$ cat src/rtl/uart_rx_fsm.sv
// uart_rx_fsm: UART receive controller.
// Finds the start edge, drives the external edge/bit counter, majority-votes
// three mid-bit oversamples, deserializes 8 data bits LSB-first, checks
// optional parity and the stop bit, and reports each frame with one-cycle
// status pulses.
module uart_rx_fsm (
  input  logic       clk,
  input  logic       rst,
  input  logic       rx_in,
  input  logic [5:0] prescale,
  input  logic       par_en,
  input  logic       par_typ,
  input  logic [4:0] edge_cnt,
  input  logic [3:0] bit_cnt,
  output logic       edge_cnt_en,
  output logic       cnt_clr,
  output logic [7:0] p_data,
  output logic       data_valid,
  output logic       par_err,
  output logic       stp_err
);

  localparam int unsigned DATA_W        = 8;
  localparam int unsigned PSC_W         = 6;
  localparam int unsigned BIT_W         = 4;
  localparam int unsigned FRM_W         = 9;
  localparam int unsigned LAST_DATA_BIT = 8;
  // Longest legal frame (start + 8 data + parity + stop at 32x oversampling).
  localparam int unsigned FRAME_MAX     = 11 * 32;

  typedef enum logic [2:0] {
    S_IDLE   = 3'd0,
    S_START  = 3'd1,
    S_DATA   = 3'd2,
    S_PARITY = 3'd3,
    S_STOP   = 3'd4
  } state_t;

  state_t state;
  state_t state_next;

  // Frame datapath registers
  logic              s0;
  logic              s1;
  logic              sampled_bit;
  logic              par_en_q;
  logic              par_typ_q;
  logic [DATA_W-1:0] shift_reg;
  logic              par_fail;
  logic [FRM_W-1:0]  frame_cnt;

  // Next values for the registered outputs
  logic              edge_cnt_en_d;
  logic              cnt_clr_d;
  logic [DATA_W-1:0] p_data_d;
  logic              data_valid_d;
  logic              par_err_d;
  logic              stp_err_d;

  // Bit-position decode, done at prescale width
  logic [PSC_W-1:0] edge_ext;
  logic [PSC_W-1:0] bit_last;
  logic [PSC_W-1:0] half;
  logic             bit_end;
  logic             at_s0;
  logic             at_s1;
  logic             at_s2;
  logic             start_det;
  logic             last_data;
  logic             timeout;
  logic             majority;

  assign edge_ext  = {1'b0, edge_cnt};
  assign bit_last  = prescale - PSC_W'(1);
  assign half      = prescale >> 1;
  assign bit_end   = (edge_ext == bit_last);
  assign at_s0     = (edge_ext == half - PSC_W'(1));
  assign at_s1     = (edge_ext == half);
  assign at_s2     = (edge_ext == half + PSC_W'(1));
  assign start_det = (state == S_IDLE) && !rx_in;
  assign last_data = (bit_cnt == BIT_W'(LAST_DATA_BIT));
  // Guards against prescale values whose bit end is never reached.
  assign timeout   = (frame_cnt == FRM_W'(FRAME_MAX - 1));
  assign majority  = (s0 & s1) | (s0 & rx_in) | (s1 & rx_in);

  // State register
  always_ff @(posedge clk or posedge rst) begin
    if (rst) begin
      state <= S_IDLE;
    end else begin
      state <= state_next;
    end
  end

  // Next-state logic
  always_comb begin
    state_next = state;
    case (state)
      S_IDLE: begin
        if (!rx_in) begin
          state_next = S_START;
        end
      end
      S_START: begin
        if (bit_end) begin
          state_next = sampled_bit ? S_IDLE : S_DATA;
        end
      end
      S_DATA: begin
        if (bit_end && last_data) begin
          state_next = par_en_q ? S_PARITY : S_STOP;
        end
      end
      S_PARITY: begin
        if (bit_end) begin
          state_next = S_STOP;
        end
      end
      S_STOP: begin
        if (bit_end) begin
          state_next = S_IDLE;
        end
      end
      default: begin
        state_next = S_IDLE;
      end
    endcase
    // A frame that has overstayed the longest legal length is abandoned silently.
    if ((state != S_IDLE) && (state_next != S_IDLE) && timeout) begin
      state_next = S_IDLE;
    end
  end

  // Output logic: next values of the registered outputs
  always_comb begin
    edge_cnt_en_d = (state_next != S_IDLE);
    cnt_clr_d     = (state_next == S_IDLE);
    p_data_d      = p_data;
    data_valid_d  = 1'b0;
    par_err_d     = 1'b0;
    stp_err_d     = 1'b0;
    if ((state == S_STOP) && bit_end) begin
      stp_err_d = ~sampled_bit;
      par_err_d = par_fail;
      if (sampled_bit && !par_fail) begin
        data_valid_d = 1'b1;
        p_data_d     = shift_reg;
      end
    end
  end

  // Output registers
  always_ff @(posedge clk or posedge rst) begin
    if (rst) begin
      edge_cnt_en <= 1'b0;
      cnt_clr     <= 1'b1;
      p_data      <= '0;
      data_valid  <= 1'b0;
      par_err     <= 1'b0;
      stp_err     <= 1'b0;
    end else begin
      edge_cnt_en <= edge_cnt_en_d;
      cnt_clr     <= cnt_clr_d;
      p_data      <= p_data_d;
      data_valid  <= data_valid_d;
      par_err     <= par_err_d;
      stp_err     <= stp_err_d;
    end
  end

  // Mid-bit oversampling and majority vote
  always_ff @(posedge clk or posedge rst) begin
    if (rst) begin
      s0          <= 1'b0;
      s1          <= 1'b0;
      sampled_bit <= 1'b0;
    end else if (state != S_IDLE) begin
      if (at_s0) begin
        s0 <= rx_in;
      end
      if (at_s1) begin
        s1 <= rx_in;
      end
      if (at_s2) begin
        sampled_bit <= majority;
      end
    end
  end

  // Frame configuration, frozen for the duration of a frame
  always_ff @(posedge clk or posedge rst) begin
    if (rst) begin
      par_en_q  <= 1'b0;
      par_typ_q <= 1'b0;
    end else if (start_det) begin
      par_en_q  <= par_en;
      par_typ_q <= par_typ;
    end
  end

  // Data deserializer, LSB first
  always_ff @(posedge clk or posedge rst) begin
    if (rst) begin
      shift_reg <= '0;
    end else if ((state == S_DATA) && bit_end) begin
      shift_reg <= {sampled_bit, shift_reg[DATA_W-1:1]};
    end
  end

  // Parity check result, held until the stop bit reports it
  always_ff @(posedge clk or posedge rst) begin
    if (rst) begin
      par_fail <= 1'b0;
    end else if (start_det) begin
      par_fail <= 1'b0;
    end else if ((state == S_PARITY) && bit_end) begin
      par_fail <= (sampled_bit != ((^shift_reg) ^ par_typ_q));
    end
  end

  // Cycles spent in the current frame
  always_ff @(posedge clk or posedge rst) begin
    if (rst) begin
      frame_cnt <= '0;
    end else if (state == S_IDLE) begin
      frame_cnt <= '0;
    end else begin
      frame_cnt <= frame_cnt + FRM_W'(1);
    end
  end

endmodule

$ cat config.mk
export PLATFORM = sky130hd
export DESIGN_NAME = uart_rx_fsm
export DESIGN_NICKNAME = d
export VERILOG_FILES = /design/src/rtl/uart_rx_fsm.sv
export SDC_FILE = /design/constraint.sdc
export NUM_CORES = 1
export LEC_CHECK = 0
export CAP_MARGIN = 10
export CORE_ASPECT_RATIO = 0.9
export CORE_MARGIN = 2
export CORE_UTILIZATION = 48
export CTS_CLUSTER_SIZE = 20
export DETAILED_ROUTE_END_ITERATION = 10
export HOLD_SLACK_MARGIN = 0.1
export PLACE_DENSITY = 0.87
export SLEW_MARGIN = 15
export SYNTH_ARGS = -nofsm -noshare
export SYNTH_HDL_FRONTEND = slang
export SYNTH_SLANG_ARGS = --single-unit
$ cat constraint.sdc
create_clock -name clk -period 1.67 [get_ports clk]
set_input_delay 0.167 -clock clk [delete_from_list [all_inputs] [get_ports clk]]
set_output_delay 0.167 -clock clk [all_outputs]
set_load 0.01 [all_outputs]
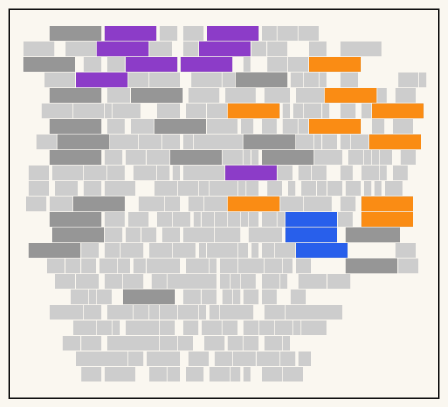
Fig. 1. Sequential cells colored by netlist name (run 1).
Other sequential cells in the stronger gray, the rest of the logic in the fainter gray.
state: drawn in blue, flops 3. frame_cnt: drawn in orange, flops 9. p_data: drawn in purple, flops 8.
Another 19 sequential cells are not colored.

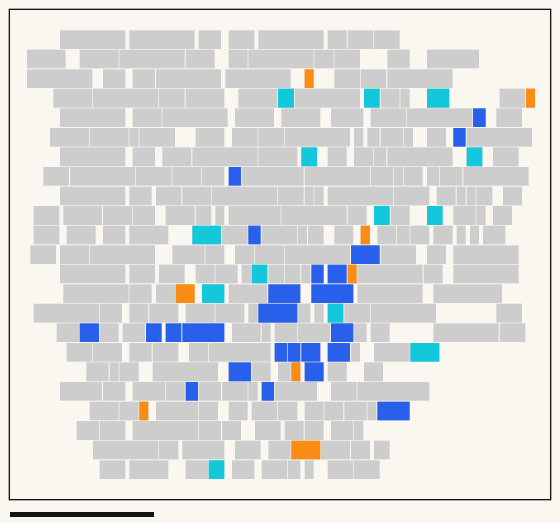
Fig. 2. Logic cells by family (run 1).
Bar = 20 um.
inv cells: drawn in orange, cells 8, most used inv_1. aoi and oai cells: drawn in blue, cells 24, most used o21ai_0. and/or cells: drawn in cyan, cells 13, most used and3_1.

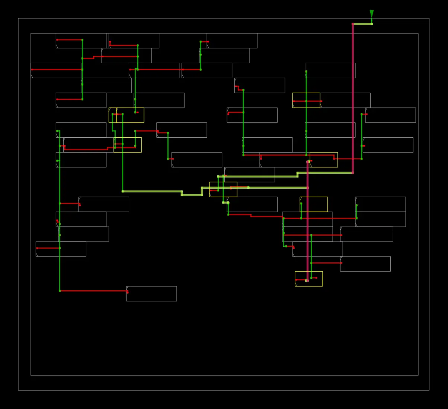
Fig. 3. Clock routing (run 1).
source-to-sink clock delay at the later pin of the worst-skew pair: 0.29 ns
number of clock buffer instances in the layout: 8
number of flip-flops and latches: 39
clock network power: 0.687 mW

==> reports/metrics.csv, run 1 <==
stage,metric,value,unit
pwr,relative contribution of combinational cells to total power,34.3,%
placed_design,pre-CTS WS,-1.10,ns
global_routing,overall track demand over capacity in global routing,24.3,%
clock_tree,CTS Root Buffer Type,sky130_fd_sc_hd__clkbuf_8,
floorplanning,Floorplan Core Area,4430,um^2
timing,worst-case setup margin in the final layout,-0.349,ns
synthesis,cell taking the most area after synthesis,sky130_fd_sc_hd__dfrtp_1,
timing,Worst slew margin,72.4,%
pwr,P per Cell Area,895,nW/um^2
setup_path,arrival time of data at the critical path endpoint,2.20,ns
timing,clock skew after layout,0.00530,ns
setup_path,"Largest delay share family, worst path",simple AND/OR/NAND/NOR gates,
clock_tree,post-CTS repair timing setup buffer count,6,
layout,layout cells sized above 1,39.7,%
timing,number of max-slew violations in the final report,0,
synthesis,syn_area_per_cell,10.8,um^2
layout,max reg flops,9,
synthesis,Floorplan Nets,227,
global_routing,antenna violations before repair,0,
synthesis,sequential cell area fraction in the yosys report,44.7,%
synthesis,unique cell type count in the Yosys netlist,53,
synthesis,dominant kind of combinational cell,simple AND/OR/NAND/NOR gates,
clock_tree,number of CTS-inserted buffers,5,
floorplanning,count of boundary I/O pins,33,
status,run status,"finished, violations left",
flow_run,number of max-cap violations,0,
layout,post-route cell area,3310,um^2
route,DRC violations left,0,
route,count of vias placed by the detailed router,1913,
global_routing,pin count of the biggest net entering global routing,31,
setup_path,Slowest Stage Delay on Critical Path,0.40,ns
timing,Least-Margin Pin Slew,0.413,ns
placed_design,half-perimeter wire length after detailed placement,3730,um
setup_path,slowest library cell on the worst path,sky130_fd_sc_hd__or3b_4,
synthesis,fraction of the mapped netlist area in simple logic gates,17.4,%
pwr,top contributor to total power,registers,
floorplanning,number of rows in the core area,23,
timing,RSZ-0062 raised after global routing,true,
pwr,Leak,1.57,nW
global_routing,wire length of the first global-routing pass,9120,um
setup_path,required time at the worst-slack endpoint,1.85,ns
clock_tree,TritonCTS clock tree,done,
route,detailed-route vias per instance,5.48,
global_routing,fraction of met1 tracks used by global routing,30.7,%
pwr,clock share of power,23.2,%
setup_path,depth of the most critical reg-to-reg path,7,
synthesis,complex-gate fraction of the synthesized area,9.32,%
synthesis,post-synthesis cell count from yosys,202,
synthesis,Syn. warnings,0,
synthesis,dominant cell by count in the synthesized netlist,sky130_fd_sc_hd__dfrtp_1,
clock_tree,clock input transition at the sequential cells of the worst setup and hold paths,0.07,ns
setup_path,Setup Crit Path Kind,in2reg,
route,sum of met3 wire segment lengths after detailed routing,324,um
synthesis,number of enable-type register cells in the synthesized netlist,0,
route,Detailed Route Iter0 Violations,171,
pwr,switching power share of the total,31.3,%
floorplanning,overall chip area,5110,um^2
clock_tree,H-tree depth,2,
placed_design,Placer Congestion,0.885,
route,average wire per cell in the routed design,17.4,um
pwr,power drawn by the combinational cells,1.02,mW
route,wire length on met1,2560,um
pwr,cell-internal power,2.03,mW
synthesis,xor/xnor share of the synthesized area,11.6,%
synthesis,post-synthesis instance area,2190,um^2
synthesis,synthesized instance count,202,
pwr,Seq power,1.26,mW
synthesis,synth top area cells,"sky130_fd_sc_hd__dfrtp_1 (43%), sky130_fd_sc_hd__mux2_2 (8.2%), sky130_fd_sc_hd__xnor2_1 (6.8%), sky130_fd_sc_hd__xor2_1 (4.8%), sky130_fd_sc_hd__nor2_1 (2.9%)",
pwr,Worst IR Drop VDD,0.581,mV
timing,Final Setup Violations,27,
global_routing,highest-utilization routing layer at the global route stage,met2,
route,DRT antenna net count,0,
clock_tree,count of instances resized after the clock tree is built,40,
layout,most numerous logic cell after layout,sky130_fd_sc_hd__buf_4,
synthesis,Synth Area in Adders,3.32,%
timing,Period minus WS final,2.02,ns
synthesis,flop and latch count out of synthesis,39,
setup_path,largest fanout on the critical path,4,
status,violations in the final reports,setup timing,
placed_design,number of port buffers,32,
floorplanning,DIE HEIGHT,68.0,um
synthesis,yosys synthesis chip area,2190,um^2
## run 1: worst register-to-register path: stages (launching register included)
cell and delay [ns]:
sky130_fd_sc_hd__dfrtp_1 0.39, sky130_fd_sc_hd__ha_1 0.21, sky130_fd_sc_hd__and4_1 0.21, sky130_fd_sc_hd__and3_1 0.18
sky130_fd_sc_hd__or2_2 0.32, sky130_fd_sc_hd__a21oi_1 0.16, sky130_fd_sc_hd__a32oi_2 0.09, sky130_fd_sc_hd__o311a_1 0.16
## run 1: area by class of cell
cell class | instances | area, um^2 | area share (%)
Sequential cell | 39 | 977 | 29.6
Tap cell | 62 | 77.6 | 2.35
Clock buffer | 8 | 100 | 3.03
Inverter | 8 | 41.3 | 1.25
Timing Repair Buffer | 81 | 731 | 22.1
Multi-Input combinational cell | 151 | 1380 | 41.7
==> inputs of run 2 (changes only) <==
--- a/config.mk
+++ b/config.mk
@@ -5,14 +5,14 @@
 export SDC_FILE = /design/constraint.sdc
 export NUM_CORES = 1
 export LEC_CHECK = 0
-export CAP_MARGIN = 10
+export CAP_MARGIN = 20
 export CORE_ASPECT_RATIO = 0.9
 export CORE_MARGIN = 2
 export CORE_UTILIZATION = 48
 export CTS_CLUSTER_SIZE = 20
 export DETAILED_ROUTE_END_ITERATION = 10
 export HOLD_SLACK_MARGIN = 0.1
-export PLACE_DENSITY = 0.87
+export PLACE_DENSITY = 0.8
 export SLEW_MARGIN = 15
 export SYNTH_ARGS = -nofsm -noshare
 export SYNTH_HDL_FRONTEND = slang
==> run 2 against run 1 <==
The run still ends with setup timing left. Register-to-register slack about the same. Sequential power is essentially flat. Wire length fell by 7.4%. Die size stayed put. Cell area fell by 1.0%. Clock power increased by 15%. Synthesized area unchanged. Count of clock-buffer cells in the layout fell by 3. Hold slack improved by 0.054 ns. Combinational power about the same. Critical path depth shrank 1.
==> reports/metrics.csv, run 2 <==
stage,metric,value,unit
status,run status,"finished, violations left",
status,violations in the final reports,setup timing,
synthesis,dominant cell by count in the synthesized netlist,sky130_fd_sc_hd__dfrtp_1,
route,Detailed Route Iter0 Violations,85,
timing,Final Setup Violations,27,
clock_tree,number of CTS-inserted buffers,5,
global_routing,fraction of met1 tracks used by global routing,27.9,%
synthesis,flop and latch count out of synthesis,39,
setup_path,arrival time of data at the critical path endpoint,2.19,ns
setup_path,required time at the worst-slack endpoint,1.82,ns
synthesis,proportion of synthesized flip-flops having asynchronous set or reset,100,%
setup_path,Worst setup EP type,flip-flop,
synthesis,sequential cell area fraction in the yosys report,44.7,%
pwr,power drawn by the combinational cells,0.988,mW
floorplanning,number of rows in the core area,23,
layout,layout cells sized above 1,37.4,%
synthesis,synth top area cells,"sky130_fd_sc_hd__dfrtp_1 (43%), sky130_fd_sc_hd__mux2_2 (8.2%), sky130_fd_sc_hd__xnor2_1 (6.8%), sky130_fd_sc_hd__xor2_1 (4.8%), sky130_fd_sc_hd__nor2_1 (2.9%)",
global_routing,highest-utilization routing layer at the global route stage,met2,
clock_tree,CTS Root Buffer Type,sky130_fd_sc_hd__clkbuf_8,
synthesis,synthesized instance count,202,
pwr,relative contribution of combinational cells to total power,32.7,%
clock_tree,clock input transition at the sequential cells of the worst setup and hold paths,0.08,ns
global_routing,antenna violations before repair,0,
clock_tree,post-CTS repair timing setup buffer count,4,
setup_path,largest fanout on the critical path,5,
placed_design,number of port buffers,32,
timing,Period minus WS final,2.04,ns
floorplanning,DIE HEIGHT,68.0,um
route,DRT antenna net count,0,
synthesis,Synth Area in Adders,3.32,%
setup_path,slowest library cell on the worst path,sky130_fd_sc_hd__or3b_4,
synthesis,unique cell type count in the Yosys netlist,53,
clock_tree,TritonCTS clock tree,done,
synthesis,Floorplan Nets,227,
layout,sequential standard cell area,977,um^2
setup_path,Slowest Stage Delay on Critical Path,0.39,ns
timing,RSZ-0062 raised after global routing,true,
timing,fin crit share,122,%
global_routing,wire length of the first global-routing pass,8690,um
flow_run,tally of OpenROAD warnings,31,
setup_path,Setup Crit Path Kind,in2reg,
layout,most numerous logic cell after layout,sky130_fd_sc_hd__buf_4,
setup_path,"Largest delay share family, worst path",simple AND/OR/NAND/NOR gates,
global_routing,overall track demand over capacity in global routing,22.7,%
pwr,Seq power,1.25,mW
pwr,Worst IR Drop VDD,0.775,mV
clock_tree,source-to-sink clock delay at the later pin of the worst-skew pair,0.29,ns
clock_tree,count of instances resized after the clock tree is built,41,
global_routing,sum of overflow across all layers after global routing,0,
timing,Least-Margin Pin Slew,0.447,ns
setup_path,cell breakdown of the critical path,"buf_8, clkinvlp_4, ha_4, or3b_4, nor3_1, nor4b_4, and2_4, buf_4, a211oi_2, o311ai_1",
floorplanning,count of boundary I/O pins,33,
synthesis,cell taking the most area after synthesis,sky130_fd_sc_hd__dfrtp_1,
timing,Worst slew margin,70.0,%
setup_path,Setup crit start kind,primary input,
pwr,Leak,1.57,nW
placed_design,half-perimeter wire length after detailed placement,3580,um
synthesis,Syn. warnings,0,
synthesis,yosys synthesis chip area,2190,um^2
layout,max reg flops,9,
layout,area added between synthesis and finish,49.6,%
synthesis,dominant kind of combinational cell,simple AND/OR/NAND/NOR gates,
synthesis,post-synth top area share,43.5,%
synthesis,post-synthesis instance area,2190,um^2
pwr,clock share of power,26.1,%
flow_run,number of max-cap violations,0,
timing,worst-case setup margin in the final layout,-0.371,ns
pwr,switching power share of the total,30.6,%
timing,number of max-slew violations in the final report,0,
placed_design,Placer Congestion,0.849,
global_routing,pin count of the biggest net entering global routing,40,
layout,post-route cell area,3270,um^2
layout,area taken by multi-input logic gates,1350,um^2
layout,Ant. Diodes,0,
clock_tree,hold_buf cts,0,
clock_tree,H-tree depth,2,
floorplanning,overall chip area,5110,um^2
min_path,worst hold path class,in2async,
synthesis,fraction of the mapped netlist area in simple logic gates,17.4,%
synthesis,xor/xnor share of the synthesized area,11.6,%
route,DRC violations left,0,
route,count of vias placed by the detailed router,1862,
synthesis,number of enable-type register cells in the synthesized netlist,0,
setup_path,depth of the most critical reg-to-reg path,7,
synthesis,complex-gate fraction of the synthesized area,9.32,%
route,wire length on met1,2390,um
route,detailed-route vias per instance,5.35,
pwr,P per Cell Area,924,nW/um^2
route,sum of met3 wire segment lengths after detailed routing,185,um
pwr,cell-internal power,2.10,mW
floorplanning,Floorplan Core Area,4430,um^2
synthesis,post-synthesis cell count from yosys,202,
route,average wire per cell in the routed design,16.1,um
pwr,top contributor to total power,registers,
synthesis,top cell types by occurrence after synthesis,"sky130_fd_sc_hd__dfrtp_1 (38), sky130_fd_sc_hd__nor2_1 (17), sky130_fd_sc_hd__xnor2_1 (17), sky130_fd_sc_hd__mux2_2 (16), sky130_fd_sc_hd__xor2_1 (12)",
synthesis,syn_area_per_cell,10.8,um^2
placed_design,pre-CTS WS,-1.14,ns
-- run 2: cell counts after synthesis --
No cell type changed its count.
-- run 2: cell type report --
class	count	area share, %
tap	62	2.37
inverter	8	1.26
timing repair buffer	80	21.7
clock inverter	3	1.34
multi-input combinational	151	41.3
clock buffer	5	2.10
sequential	39	29.9
-- run 2: worst paths after layout --
| path | slack (ns) | start | endpoint |
|---|---|---|---|
| worst max-delay path | -0.37 | prescale[1] | edge_cnt_en |
| worst min-delay path | 0.22 | rst | frame_cnt[2] |
| worst max register to register | -0.12 | frame_cnt[0] | edge_cnt_en |
| worst min register to register | 0.51 | p_data[0] | p_data[0] |
| max in group asynchronous | 1.20 | rst | cnt_clr |
| min in group clk | 0.49 | par_typ | par_typ_q |
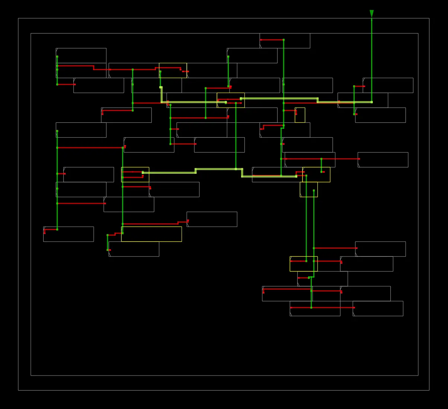
Fig. 4. Clock routing (run 2).
Sinks on Clock Net: 39
number of clock buffer instances in the layout: 5
clock network power: 0.788 mW
clock skew after layout: 0.00666 ns

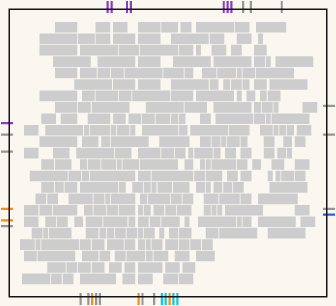
Fig. 5. Pin map (run 2).
Pins as bars across the die edge, other pins in gray.
edge_cnt_en: drawn in blue, pins 1, direction output, edge right. bit_cnt: drawn in cyan, pins 4, direction input, edge bottom. edge_cnt: drawn in orange, pins 5, direction input, edge 3 bottom, 2 left. p_data: drawn in purple, pins 8, direction output, edge 7 top, 1 left.
All pins by edge: 13 bottom, 10 top, 6 left, 4 right.

Power and IR drop assume default switching activity.
